### Floorplan with the power grid, run 1

Bar = 20 um. Pins as bars on the die edge.
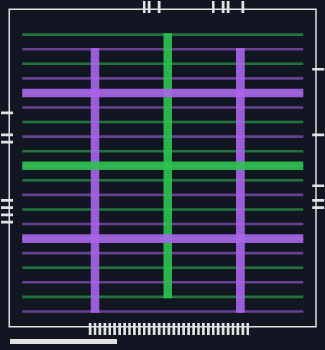
### Placement by cell class, run 1

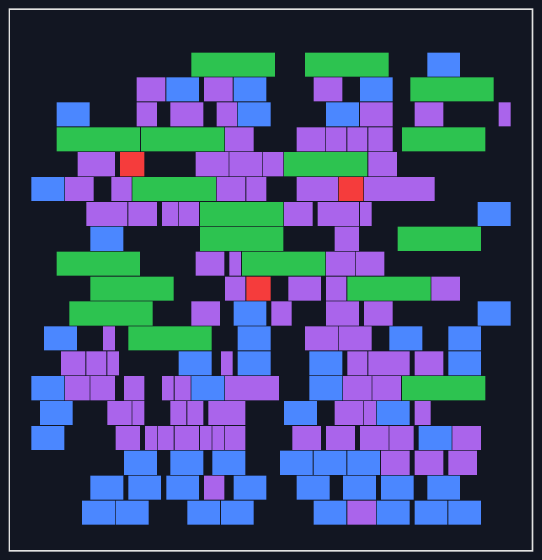
### Clock distribution, run 1

Bar = 20 um.
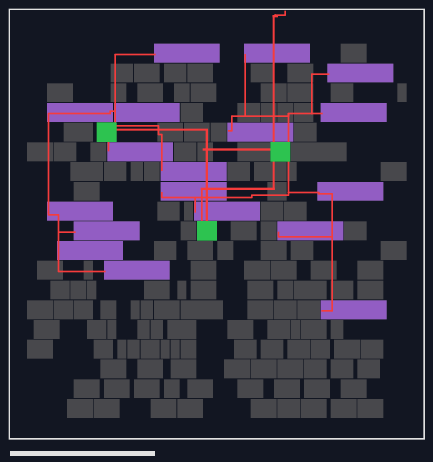
**config.mk**
```make
export PLATFORM = sky130hd
export DESIGN_NAME = pipeline_hazard_sequencer
export DESIGN_NICKNAME = d
export VERILOG_FILES = /design/src/rtl/pipeline_hazard_sequencer.sv
export SDC_FILE = /design/constraint.sdc
export NUM_CORES = 1
export LEC_CHECK = 0
export CAP_MARGIN = 20
export CORE_AREA = 2 2 55 57
export DETAILED_ROUTE_END_ITERATION = 10
export DIE_AREA = 0 0 57 59
export HOLD_SLACK_MARGIN = 0.15
export PLACE_DENSITY = 0.8
export SLEW_MARGIN = 20
export SYNTH_ARGS = -nofsm -noshare
export SYNTH_HDL_FRONTEND = slang
export SYNTH_SLANG_ARGS = --single-unit
```
**constraint.sdc**
```tcl
create_clock -name CLK -period 5.6 [get_ports CLK]
set_input_delay 1.12 -clock CLK [delete_from_list [all_inputs] [get_ports CLK]]
set_output_delay 1.12 -clock CLK [all_outputs]
set_load 0.02 [all_outputs]
```
**src/rtl/pipeline_hazard_sequencer.sv**
```systemverilog
// Stall/flush sequencer for a 5-stage pipeline: drives latch enables/flushes and
// the PC enable, and counts cycles in which the PC was held.
module pipeline_hazard_sequencer #(
   parameter int CNT_W = 16,
   parameter int REG_W = 5
) (
   input  logic             CLK,
   input  logic             RST,
   input  logic             ihit,
   input  logic             dhit,
   input  logic             dmemREN,
   input  logic             dmemWEN,
   input  logic             idex_mem2reg,
   input  logic [REG_W-1:0] idex_rd,
   input  logic [REG_W-1:0] ifid_rs,
   input  logic [REG_W-1:0] ifid_rt,
   input  logic             ifid_uses_rt,
   input  logic             jump_id,
   input  logic             branch_taken,
   input  logic             memwb_halt,
   output logic             pc_en,
   output logic             ifid_en,
   output logic             idex_en,
   output logic             exmem_en,
   output logic             memwb_en,
   output logic             ifid_flush,
   output logic             idex_flush,
   output logic             exmem_flush,
   output logic             memwb_flush,
   output logic             halted,
   output logic [CNT_W-1:0] stall_cnt
);

   typedef enum logic [1:0] {S_RUN, S_MEMWAIT, S_HALT} state_t;

   state_t           state_q, state_d;
   logic [CNT_W-1:0] cnt_q, cnt_d;
   logic             memstall, load_use, advance;
   logic             pc_raw;

   assign memstall = (dmemREN | dmemWEN) & ~dhit;
   assign load_use = idex_mem2reg && (idex_rd != '0) &&
                     ((idex_rd == ifid_rs) || (ifid_uses_rt && (idex_rd == ifid_rt)));

   always_comb begin
      // NOTE: every output gets a default first so no path leaves a latch behind.
      state_d     = state_q;
      advance     = 1'b0;
      pc_raw      = 1'b0;
      ifid_en     = 1'b0;
      idex_en     = 1'b0;
      exmem_en    = 1'b0;
      memwb_en    = 1'b0;
      ifid_flush  = 1'b0;
      idex_flush  = 1'b0;
      exmem_flush = 1'b0;
      memwb_flush = 1'b0;
      halted      = 1'b0;

      unique case (state_q)
         S_RUN: begin
            if (memwb_halt)    state_d = S_HALT;
            else if (memstall) state_d = S_MEMWAIT;
            else               advance = 1'b1;
         end
         // halt cannot newly appear in MEM/WB while it is frozen, so it is not looked at here
         S_MEMWAIT: begin
            if (!memstall) begin
               state_d = S_RUN;
               advance = 1'b1;
            end
         end
         S_HALT:  halted = 1'b1;
         default: state_d = S_RUN;
      endcase

      if (advance) begin
         {ifid_en, idex_en, exmem_en, memwb_en} = 4'b1111;
         if (branch_taken) begin
            {ifid_flush, idex_flush, exmem_flush} = 3'b111;
            pc_raw = 1'b1;
         end else if (load_use) begin
            // jump waits: holding IF/ID keeps it visible until the load clears
            ifid_en    = 1'b0;
            idex_flush = 1'b1;
         end else if (jump_id) begin
            ifid_flush = 1'b1;
            pc_raw     = ihit;
         end else if (!ihit) begin
            ifid_flush = 1'b1;
         end else begin
            pc_raw = 1'b1;
         end
      end

      pc_en = pc_raw;
      if (RST) begin
         {pc_en, ifid_en, idex_en, exmem_en, memwb_en} = '0;
         {ifid_flush, idex_flush, exmem_flush, memwb_flush, halted} = '0;
      end
   end

   always_comb begin
      cnt_d = cnt_q;
      if ((state_q != S_HALT) && !pc_raw && (cnt_q != '1))
         cnt_d = cnt_q + CNT_W'(1);
   end

   // NOTE: sequential state uses non-blocking assignments only, so every register
   // samples its pre-edge value.
   always_ff @(posedge CLK or posedge RST) begin
      if (RST) begin
         state_q <= S_RUN;
         cnt_q   <= '0;
      end else begin
         state_q <= state_d;
         cnt_q   <= cnt_d;
      end
   end

   assign stall_cnt = cnt_q;

endmodule
```
==> results_dict.tcl, run 1 <==
# yosys + openroad results
set metrics [dict create \
    wl_per_cell_um 13.8 \
    dp.cells 187 \
    clkSinkCount 18 \
    fill_cells 235 \
    final_cells 190 \
    hold-path-endpoint "state_q[1]" \
    diodes 0 \
    async_flop_share 1.00 \
    cts_setup_buffers 0 \
    internal_power_uw 213 \
    post_cts_resized 0 \
    h-tree-depth 1 \
    yosysCellCount 110 \
    regToRegSetupSlack_ps 3570 \
    outcome "complete, no violations" \
    antenna_found_initial 0 \
    synth-area-yosys_mm2 0.00117 \
    cp.arrival_ps 3380 \
    cts_tree "yes" \
    ys.flop_type "dfrtp_1" \
    ys_sh_mux 0.00962 \
    yosys.area.top_type_share 0.385 \
    grt_pass1_wl_um 4490 \
    syn_area_mm2 0.00117 \
    synthSimpleGateAreaFrac 0.292 \
    critPathLaunchType "input port" \
    drt_first_iter_violations 19 \
    io_buffers 50 \
    critical-path-top-delay-family "buffers and inverters" \
    dpl.hpwl_um 2110 \
    maxCapViolCount 0 \
    wl_um 2620 \
    syn_inst 110 \
    rsz0062_at_grt "false" \
    synthXorXnorAreaFrac 0.187 \
    drtPass1Iterations 4 \
    cpMostUsedCell "clkdlybuf4s50_1" \
    comb-power_uw 86.9 \
    comb_power_share 0.286 \
    drive_gt1_frac 0.126 \
    min-delay-start "state_q[0]" \
    r2r_start "stall_cnt[0]" \
    synthAoiAreaFrac 0.0780 \
    crit_start "idex_rd[2]" \
    crit_required_ps 4480 \
    ys_types 37 \
    crit_fanout 3 \
    track_usage 0.172 \
    ys.flops 18 \
]
## Picture notes: 'Floorplan with the power grid'
[VDD] green
[VSS] purple
signal pins: 52
met5 straps: 3
met1 rails: 20
Die Wd: 57 um
Die Y: 59 um
Worst VDD drop: 0.239 mV
CORE AREA: 0.00271 mm2

## Picture notes: 'Placement by cell class'
[cells driving clock nets] red | cells: 3 | share of their area: 1.4%
[all other logic] purple | cells: 88 | share of their area: 41%
[other buffers and delay cells] blue | cells: 50 | share of their area: 30%
[flip-flops] green | cells: 18 | share of their area: 27%
Layout Utilization: 0.627
Seq/total area: 0.265
cell area after layout: 0.00170 mm2
row count: 19

## Picture notes: 'Clock distribution'
[cells driving clock nets] green | count: 3
[flip-flops] purple | count: 18
[clock wires] red | length: 250 um
routed clock nets: 4
Fin Clk Skew: 12.8 ps
Latency at later pin: 300 ps
P_clk: 64.8 uW
clock share of power: 0.213

## run 1: per-layer routing
metal | up-vias | GRT usage | part of all wire
li1 | 485 | - | -
met5 | - | 0 | 0
met2 | 21 | 0.286 | 0.53
met1 | 493 | 0.218 | 0.42
met4 | 0 | 0.0598 | 0.021
met3 | 6 | 0.0437 | 0.029
## run 1: flip-flops by register name (all words and copies together), names as in the netlist
signal     flops
state_q        2
stall_cnt     16
## run 1: area by class of cell
| class | count | area (um2) | area share |
|---|---|---|---|
| inverters | 2 | 7.51 | 0.00442 |
| multi-input cells | 86 | 679 | 0.400 |
| well taps | 31 | 38.8 | 0.0228 |
| clock buffers | 3 | 22.5 | 0.0133 |
| flip-flops and latches | 18 | 450 | 0.265 |
| repair buffers | 50 | 500 | 0.295 |
==> run 2: changes to the inputs <==
--- a/config.mk
+++ b/config.mk
@@ -6,11 +6,11 @@
 export NUM_CORES = 1
 export LEC_CHECK = 0
 export CAP_MARGIN = 20
-export CORE_AREA = 2 2 55 57
+export CORE_AREA = 2 2 57 59
 export DETAILED_ROUTE_END_ITERATION = 10
-export DIE_AREA = 0 0 57 59
+export DIE_AREA = 0 0 59 61
 export HOLD_SLACK_MARGIN = 0.15
-export PLACE_DENSITY = 0.8
+export PLACE_DENSITY = 0.75
 export SLEW_MARGIN = 20
 export SYNTH_ARGS = -nofsm -noshare
 export SYNTH_HDL_FRONTEND = slang
==> constraint.sdc (replaced) <==
create_clock -name CLK -period 4.21 [get_ports CLK]
set_input_delay 0.842 -clock CLK [delete_from_list [all_inputs] [get_ports CLK]]
set_output_delay 0.842 -clock CLK [all_outputs]
set_load 0.02 [all_outputs]
### Floorplan with the power grid, run 2

Bar = 20 um. Pins as bars on the die edge.
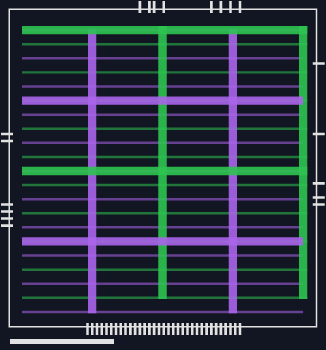
Die Y: 61 um
CORE AREA: 0.00295 mm2
Worst VDD drop: 0.245 mV
Die Wd: 59 um

==> results_dict.tcl, run 2 <==
# yosys + openroad results
set metrics [dict create \
    synthSimpleGateAreaFrac 0.292 \
    wl_per_cell_um 13.4 \
    io_buffers 50 \
    cts_tree "yes" \
    comb-power_uw 114 \
    synth-area-yosys_mm2 0.00117 \
    syn_area_mm2 0.00117 \
    crit_fanout 3 \
    ys.flops 18 \
    regToRegSetupSlack_ps 2180 \
    post_cts_resized 0 \
    fill_cells 258 \
    diodes 0 \
    outcome "complete, no violations" \
    crit_start "idex_rd[2]" \
    regArea_um2 450 \
    critical-path-top-delay-family "buffers and inverters" \
    maxCapViolCount 0 \
    clkSinkCount 18 \
    cp.arrival_ps 3070 \
    synthXorXnorAreaFrac 0.187 \
    min-delay-start "state_q[0]" \
    r2r_start "stall_cnt[0]" \
    rsz0062_at_grt "false" \
]
### Clock distribution, run 2

Bar = 20 um.
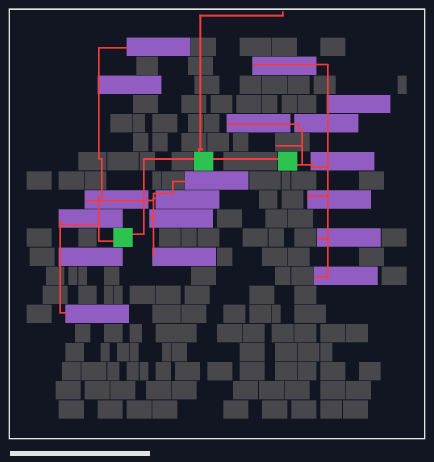
[flip-flops] purple | count: 18
[cells driving clock nets] green | count: 3
[clock wires] red | length: 226 um
routed clock nets: 4
Latency at later pin: 290 ps
P_clk: 105 uW
clock share of power: 0.249
Fin Clk Skew: 2.18 ps

==> run 2: layer usage <==
layer,track usage,part of all wire,vias to the layer above
met4,0.0390,0.014,0
met3,0.0341,0.026,4
li1,-,-,485
met5,0,0,-
met1,0.174,0.42,466
met2,0.283,0.54,18
==> run 2: layout make-up <==
type	instances	share of cell area
Tap cell	33	0.0241
Multi-Input combinational cell	86	0.396
Timing Repair Buffer	50	0.292
Inverter	2	0.00438
Clock buffer	4	0.0212
Sequential cell	18	0.263
==> run 2: through the flow <==
step	cell area, um2	util	cells
after floorplan	1170	-	110
after global placement	1680	0.569	189
after detailed placement	1680	0.569	189
after CTS	1720	0.581	193
after global routing	1720	0.581	193
final	1720	0.581	193
Power figures rest on the tool's default switching activity, not on a simulated workload.
